===== src/rtl/uart_link.sv =====
// uart_link: FIFO-buffered full-duplex UART, frame = start, DATA_BITS LSB-first, stop.
// Define UART_LINK_PARITY_EN to add an even-parity bit that is sent and checked.
module uart_link #(
  parameter int CLK_HZ     = 50000000,
  parameter int BAUD       = 115200,
  parameter int DATA_BITS  = 8,
  parameter int FIFO_DEPTH = 16
) (
  input  logic                 CLOCK_50,
  input  logic                 reset,
  input  logic                 UART_RX,
  output logic                 UART_TX,
  input  logic [DATA_BITS-1:0] in,
  input  logic                 send_flag,
  output logic                 tx_full,
  output logic [DATA_BITS-1:0] out,
  output logic                 rx_valid,
  input  logic                 receive_flag,
  output logic                 frame_err,
  output logic                 overrun,
  output logic                 parity_err,
  input  logic                 err_clear
);
  localparam int DIV  = (CLK_HZ + BAUD / 2) / BAUD;
  localparam int HALF = DIV / 2;
  localparam int AW   = $clog2(FIFO_DEPTH);
  localparam int CW   = $clog2(DIV + 1);
  localparam int BW   = $clog2(DATA_BITS + 1);

  localparam logic [2:0] S_IDLE   = 3'd0;
  localparam logic [2:0] S_START  = 3'd1;
  localparam logic [2:0] S_DATA   = 3'd2;
  localparam logic [2:0] S_PARITY = 3'd3;
  localparam logic [2:0] S_STOP   = 3'd4;

`ifdef UART_LINK_PARITY_EN
  localparam bit PAR_EN = 1'b1;
`else
  localparam bit PAR_EN = 1'b0;
`endif

  // TX FIFO
  logic [DATA_BITS-1:0] tx_mem [FIFO_DEPTH];
  logic [AW-1:0]        tx_wr, tx_rd;
  logic [AW:0]          tx_cnt;
  logic                 tx_push, tx_pop, tx_empty;

  assign tx_full  = tx_cnt == (AW+1)'(FIFO_DEPTH);
  assign tx_empty = tx_cnt == '0;
  assign tx_push  = send_flag && !tx_full;

  always_ff @(posedge CLOCK_50) begin
    if (tx_push) tx_mem[tx_wr] <= in;
  end

  always_ff @(posedge CLOCK_50) begin
    if (reset) begin
      tx_wr  <= '0;
      tx_rd  <= '0;
      tx_cnt <= '0;
    end else begin
      if (tx_push) tx_wr <= tx_wr + AW'(1);
      if (tx_pop)  tx_rd <= tx_rd + AW'(1);
      tx_cnt <= tx_cnt + (AW+1)'(tx_push) - (AW+1)'(tx_pop);
    end
  end

  // TX FSM: the head word stays queued through START and is popped when DATA begins
  logic [2:0]           tx_state;
  logic [CW-1:0]        tx_baud;
  logic [BW-1:0]        tx_bit;
  logic [DATA_BITS-1:0] tx_shift;
  logic                 tx_par, tx_line, tx_tick;

  assign tx_tick = tx_baud == CW'(DIV - 1);
  assign tx_pop  = (tx_state == S_START) && tx_tick;

  always_comb begin
    tx_line = 1'b1;
    case (tx_state)
      S_START:  tx_line = 1'b0;
      S_DATA:   tx_line = tx_shift[0];
      S_PARITY: tx_line = tx_par;
      default:  tx_line = 1'b1;
    endcase
  end

  always_ff @(posedge CLOCK_50) begin
    if (tx_pop) begin
      tx_shift <= tx_mem[tx_rd];
      tx_par   <= ^tx_mem[tx_rd];
    end else if (tx_state == S_DATA && tx_tick) begin
      tx_shift <= tx_shift >> 1;
    end
  end

  always_ff @(posedge CLOCK_50) begin
    if (reset) begin
      tx_state <= S_IDLE;
      tx_baud  <= '0;
      tx_bit   <= '0;
      UART_TX  <= 1'b1;
    end else begin
      UART_TX <= tx_line;
      tx_baud <= (tx_state == S_IDLE || tx_tick) ? '0 : tx_baud + CW'(1);
      case (tx_state)
        S_IDLE:   if (!tx_empty) tx_state <= S_START;
        S_START:  if (tx_tick) begin
                    tx_state <= S_DATA;
                    tx_bit   <= '0;
                  end
        S_DATA:   if (tx_tick) begin
                    tx_bit <= tx_bit + BW'(1);
                    if (tx_bit == BW'(DATA_BITS - 1)) tx_state <= PAR_EN ? S_PARITY : S_STOP;
                  end
        S_PARITY: if (tx_tick) tx_state <= S_STOP;
        S_STOP:   if (tx_tick) tx_state <= tx_empty ? S_IDLE : S_START;
        default:  tx_state <= S_IDLE;
      endcase
    end
  end

  // RX synchroniser; rx_p2 is the previous synchronised value for edge detection
  logic rx_p0, rx_p1, rx_p2;

  always_ff @(posedge CLOCK_50) begin
    if (reset) begin
      rx_p0 <= 1'b1;
      rx_p1 <= 1'b1;
      rx_p2 <= 1'b1;
    end else begin
      rx_p0 <= UART_RX;
      rx_p1 <= rx_p0;
      rx_p2 <= rx_p1;
    end
  end

  // RX FSM: rx_hold marks a bad stop bit, waiting in STOP for the line to go high
  logic [2:0]           rx_state;
  logic [CW-1:0]        rx_baud;
  logic [BW-1:0]        rx_bit;
  logic [DATA_BITS-1:0] rx_shift;
  logic                 rx_hold, rx_par_bad, rx_tick, rx_half, rx_stop_smp;
  logic                 rx_push, rx_frm_set;

  assign rx_tick     = rx_baud == CW'(DIV - 1);
  assign rx_half     = rx_baud == CW'(HALF - 1);
  assign rx_stop_smp = (rx_state == S_STOP) && !rx_hold && rx_tick;
  assign rx_push     = rx_stop_smp && rx_p1 && !rx_par_bad;
  assign rx_frm_set  = rx_stop_smp && !rx_p1;

  always_ff @(posedge CLOCK_50) begin
    if (rx_state == S_DATA && rx_tick) rx_shift <= {rx_p1, rx_shift[DATA_BITS-1:1]};
  end

  always_ff @(posedge CLOCK_50) begin
    if (reset) begin
      rx_state   <= S_IDLE;
      rx_baud    <= '0;
      rx_bit     <= '0;
      rx_hold    <= 1'b0;
      rx_par_bad <= 1'b0;
    end else begin
      rx_baud <= (rx_state == S_IDLE || rx_hold || rx_tick ||
                  (rx_state == S_START && rx_half)) ? '0 : rx_baud + CW'(1);
      case (rx_state)
        S_IDLE:   if (rx_p2 && !rx_p1) begin
                    rx_state   <= S_START;
                    rx_par_bad <= 1'b0;
                  end
        S_START:  if (rx_half) begin
                    rx_state <= rx_p1 ? S_IDLE : S_DATA;
                    rx_bit   <= '0;
                  end
        S_DATA:   if (rx_tick) begin
                    rx_bit <= rx_bit + BW'(1);
                    if (rx_bit == BW'(DATA_BITS - 1)) rx_state <= PAR_EN ? S_PARITY : S_STOP;
                  end
        S_PARITY: if (rx_tick) begin
                    rx_par_bad <= rx_p1 ^ (^rx_shift);
                    rx_state   <= S_STOP;
                  end
        S_STOP:   if (rx_hold) begin
                    if (rx_p1) begin
                      rx_hold  <= 1'b0;
                      rx_state <= S_IDLE;
                    end
                  end else if (rx_tick) begin
                    if (rx_p1) rx_state <= S_IDLE;
                    else       rx_hold  <= 1'b1;
                  end
        default:  rx_state <= S_IDLE;
      endcase
    end
  end

  // RX FIFO, show-ahead output forced to 0 when empty
  logic [DATA_BITS-1:0] rx_mem [FIFO_DEPTH];
  logic [AW-1:0]        rx_wr, rx_rd;
  logic [AW:0]          rx_cnt;
  logic                 rx_full, rx_empty, rx_wr_en, rx_rd_en;

  assign rx_full  = rx_cnt == (AW+1)'(FIFO_DEPTH);
  assign rx_empty = rx_cnt == '0;
  assign rx_wr_en = rx_push && !rx_full;
  assign rx_rd_en = receive_flag && !rx_empty;
  assign rx_valid = !rx_empty;
  assign out      = rx_empty ? '0 : rx_mem[rx_rd];

  always_ff @(posedge CLOCK_50) begin
    if (rx_wr_en) rx_mem[rx_wr] <= rx_shift;
  end

  always_ff @(posedge CLOCK_50) begin
    if (reset) begin
      rx_wr  <= '0;
      rx_rd  <= '0;
      rx_cnt <= '0;
    end else begin
      if (rx_wr_en) rx_wr <= rx_wr + AW'(1);
      if (rx_rd_en) rx_rd <= rx_rd + AW'(1);
      rx_cnt <= rx_cnt + (AW+1)'(rx_wr_en) - (AW+1)'(rx_rd_en);
    end
  end

  always_ff @(posedge CLOCK_50) begin
    if (reset || err_clear) begin
      frame_err <= 1'b0;
      overrun   <= 1'b0;
    end else begin
      if (rx_frm_set)         frame_err <= 1'b1;
      if (rx_push && rx_full) overrun   <= 1'b1;
    end
  end

`ifdef UART_LINK_PARITY_EN
  always_ff @(posedge CLOCK_50) begin
    if (reset || err_clear)               parity_err <= 1'b0;
    else if (rx_stop_smp && rx_p1 && rx_par_bad) parity_err <= 1'b1;
  end
`else
  assign parity_err = 1'b0;
`endif

endmodule


===== config.mk =====
export PLATFORM = sky130hd
export DESIGN_NAME = uart_link
export DESIGN_NICKNAME = d
export VERILOG_FILES = /design/src/rtl/uart_link.sv
export SDC_FILE = /design/constraint.sdc
export NUM_CORES = 1
export LEC_CHECK = 0
export ABC_AREA = 0
export CAP_MARGIN = 5
export CELL_PAD_IN_SITES_DETAIL_PLACEMENT = 1
export CELL_PAD_IN_SITES_GLOBAL_PLACEMENT = 2
export CORE_ASPECT_RATIO = 2
export CORE_MARGIN = 2
export CORE_UTILIZATION = 47
export DETAILED_ROUTE_END_ITERATION = 7
export GPL_TIMING_DRIVEN = 1
export PLACE_DENSITY_LB_ADDON = 0.1
export SYNTH_ARGS = -nofsm -noshare
export SYNTH_HDL_FRONTEND = slang
export SYNTH_SLANG_ARGS = --single-unit

===== constraint.sdc =====
create_clock -name CLOCK_50 -period 4 [get_ports CLOCK_50]
set_input_delay 0.6 -clock CLOCK_50 [delete_from_list [all_inputs] [get_ports CLOCK_50]]
set_output_delay 0.6 -clock CLOCK_50 [all_outputs]
set_load 0.02 [all_outputs]

Supply network:
Scale bar: 50 um. Pins as bars on the die edge.
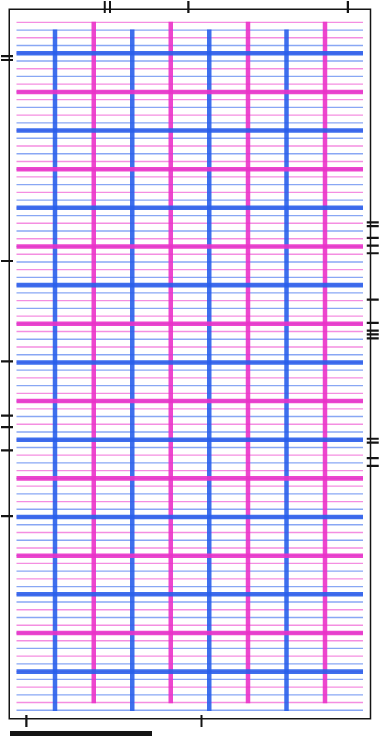
blue -> VSS
magenta -> VDD
met4 straps = 8
signal pins = 28
Worst VDD drop: 0.000384 V
vertical die size: 249 um

Cell classes on the final placement:
Scale bar: 50 um.
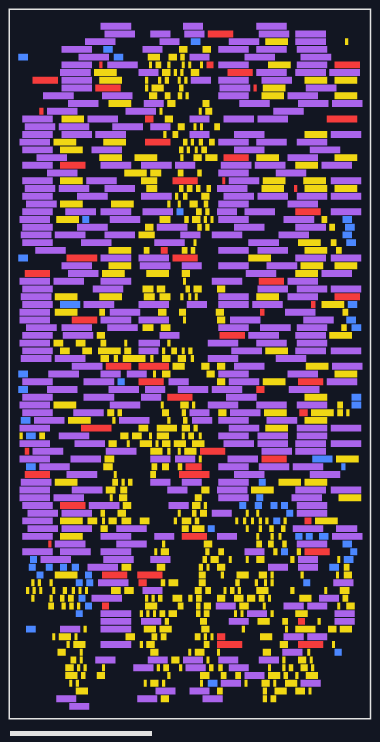
purple -> sequential cells  # cells 347, share of their area 63%
yellow -> combinational and other logic  # cells 483, share of their area 27%
red -> clock drivers and dummy loads  # cells 55, share of their area 6.7%
blue -> remaining buffers and delay cells  # cells 58, share of their area 3.4%

kinds of logic (layout without fill, tap and decap cells):
kind of cell | count (synthesis) | in the layout | synth area share
AOI/OAI and AO/OA | 58 | 58 | 0.0270
xor gates and xnor gates | 49 | 49 | 0.0324
adders and majority gates | 31 | 31 | 0.0285
buffers and inverters | 70 | 145 | 0.0227
DFF | 347 | 347 | 0.685
muxes | 97 | 97 | 0.130
other | 1 | 1 | 0.000266
and+or+nand+nor | 215 | 215 | 0.0741
metrics by stage:
step / total power, W / utilization
5_1_grt: 0.00875 / 0.540
6_report: 0.00839 / 0.540
2_1_floorplan: 0.00503 / -
4_1_cts: 0.00852 / 0.540
3_5_place_dp: 0.00547 / 0.505
3_3_place_gp: 0.00541 / 0.505
final cells by class:
class,count,area share
well taps,364,0.0286
flip-flops and latches,347,0.607
clock buffers,30,0.0471
repair buffers,58,0.0327
clock inverters,25,0.0180
multi-input cells,451,0.259
inverters,32,0.00754
report_power, final:
group / total, W / internal, W / leakage [nW] / switching, W
registers: 0.00406 / 0.00397 / 3.05 / 0.0000907
logic: 0.00130 / 0.000665 / 1.57 / 0.000636
clock network: 0.00303 / 0.00171 / 0.492 / 0.00133
total: 0.00839 / 0.00634 / 5.12 / 0.00205
worst min path at each step:
stage	end	from	slack, ns
3_3_place_gp	rx_p1$_SDFF_PP1_	rx_p0$_SDFF_PP1_	0.40
6_report	rx_p1$_SDFF_PP1_	rx_p0$_SDFF_PP1_	0.41
4_1_cts	rx_p1$_SDFF_PP1_	rx_p0$_SDFF_PP1_	0.42
2_1_floorplan	rx_p1$_SDFF_PP1_	rx_p0$_SDFF_PP1_	0.39
5_1_grt	rx_p1$_SDFF_PP1_	rx_p0$_SDFF_PP1_	0.43
3_5_place_dp	rx_p1$_SDFF_PP1_	rx_p0$_SDFF_PP1_	0.40
==> CHANGELOG.md <==
### Changed

- Outcome: complete, no violations
- Die width: 127 um
- YS warnings: 0
- Worst path depth: 5
- Reg2Reg Depth: 15
- R2r endpoint: rx_cnt[4]$_SDFF_PP0_
- Cells after Synth: between 800 and 900
- Num CTS Buffers: 30
- Worst endpoint required time: 3.40 ns
- Grt ovf: 0
- Top layer in use: met4
- Initial antenna violation count: 0
- Placed cell count: 1252
- Cell with the most instances after synthesis: edfxtp_1
- 1st-iter DRT viols: around 300
- Most frequent cells in the layout: edfxtp_1, nor2_1, dfxtp_1
- Buf/Inv on CP: 2
- IO Pins: 28
- Worst-path maximum fanout: 28
- Tool warnings: 37
- Post-Route WL: ~30 mm
Power and IR drop assume default switching activity.
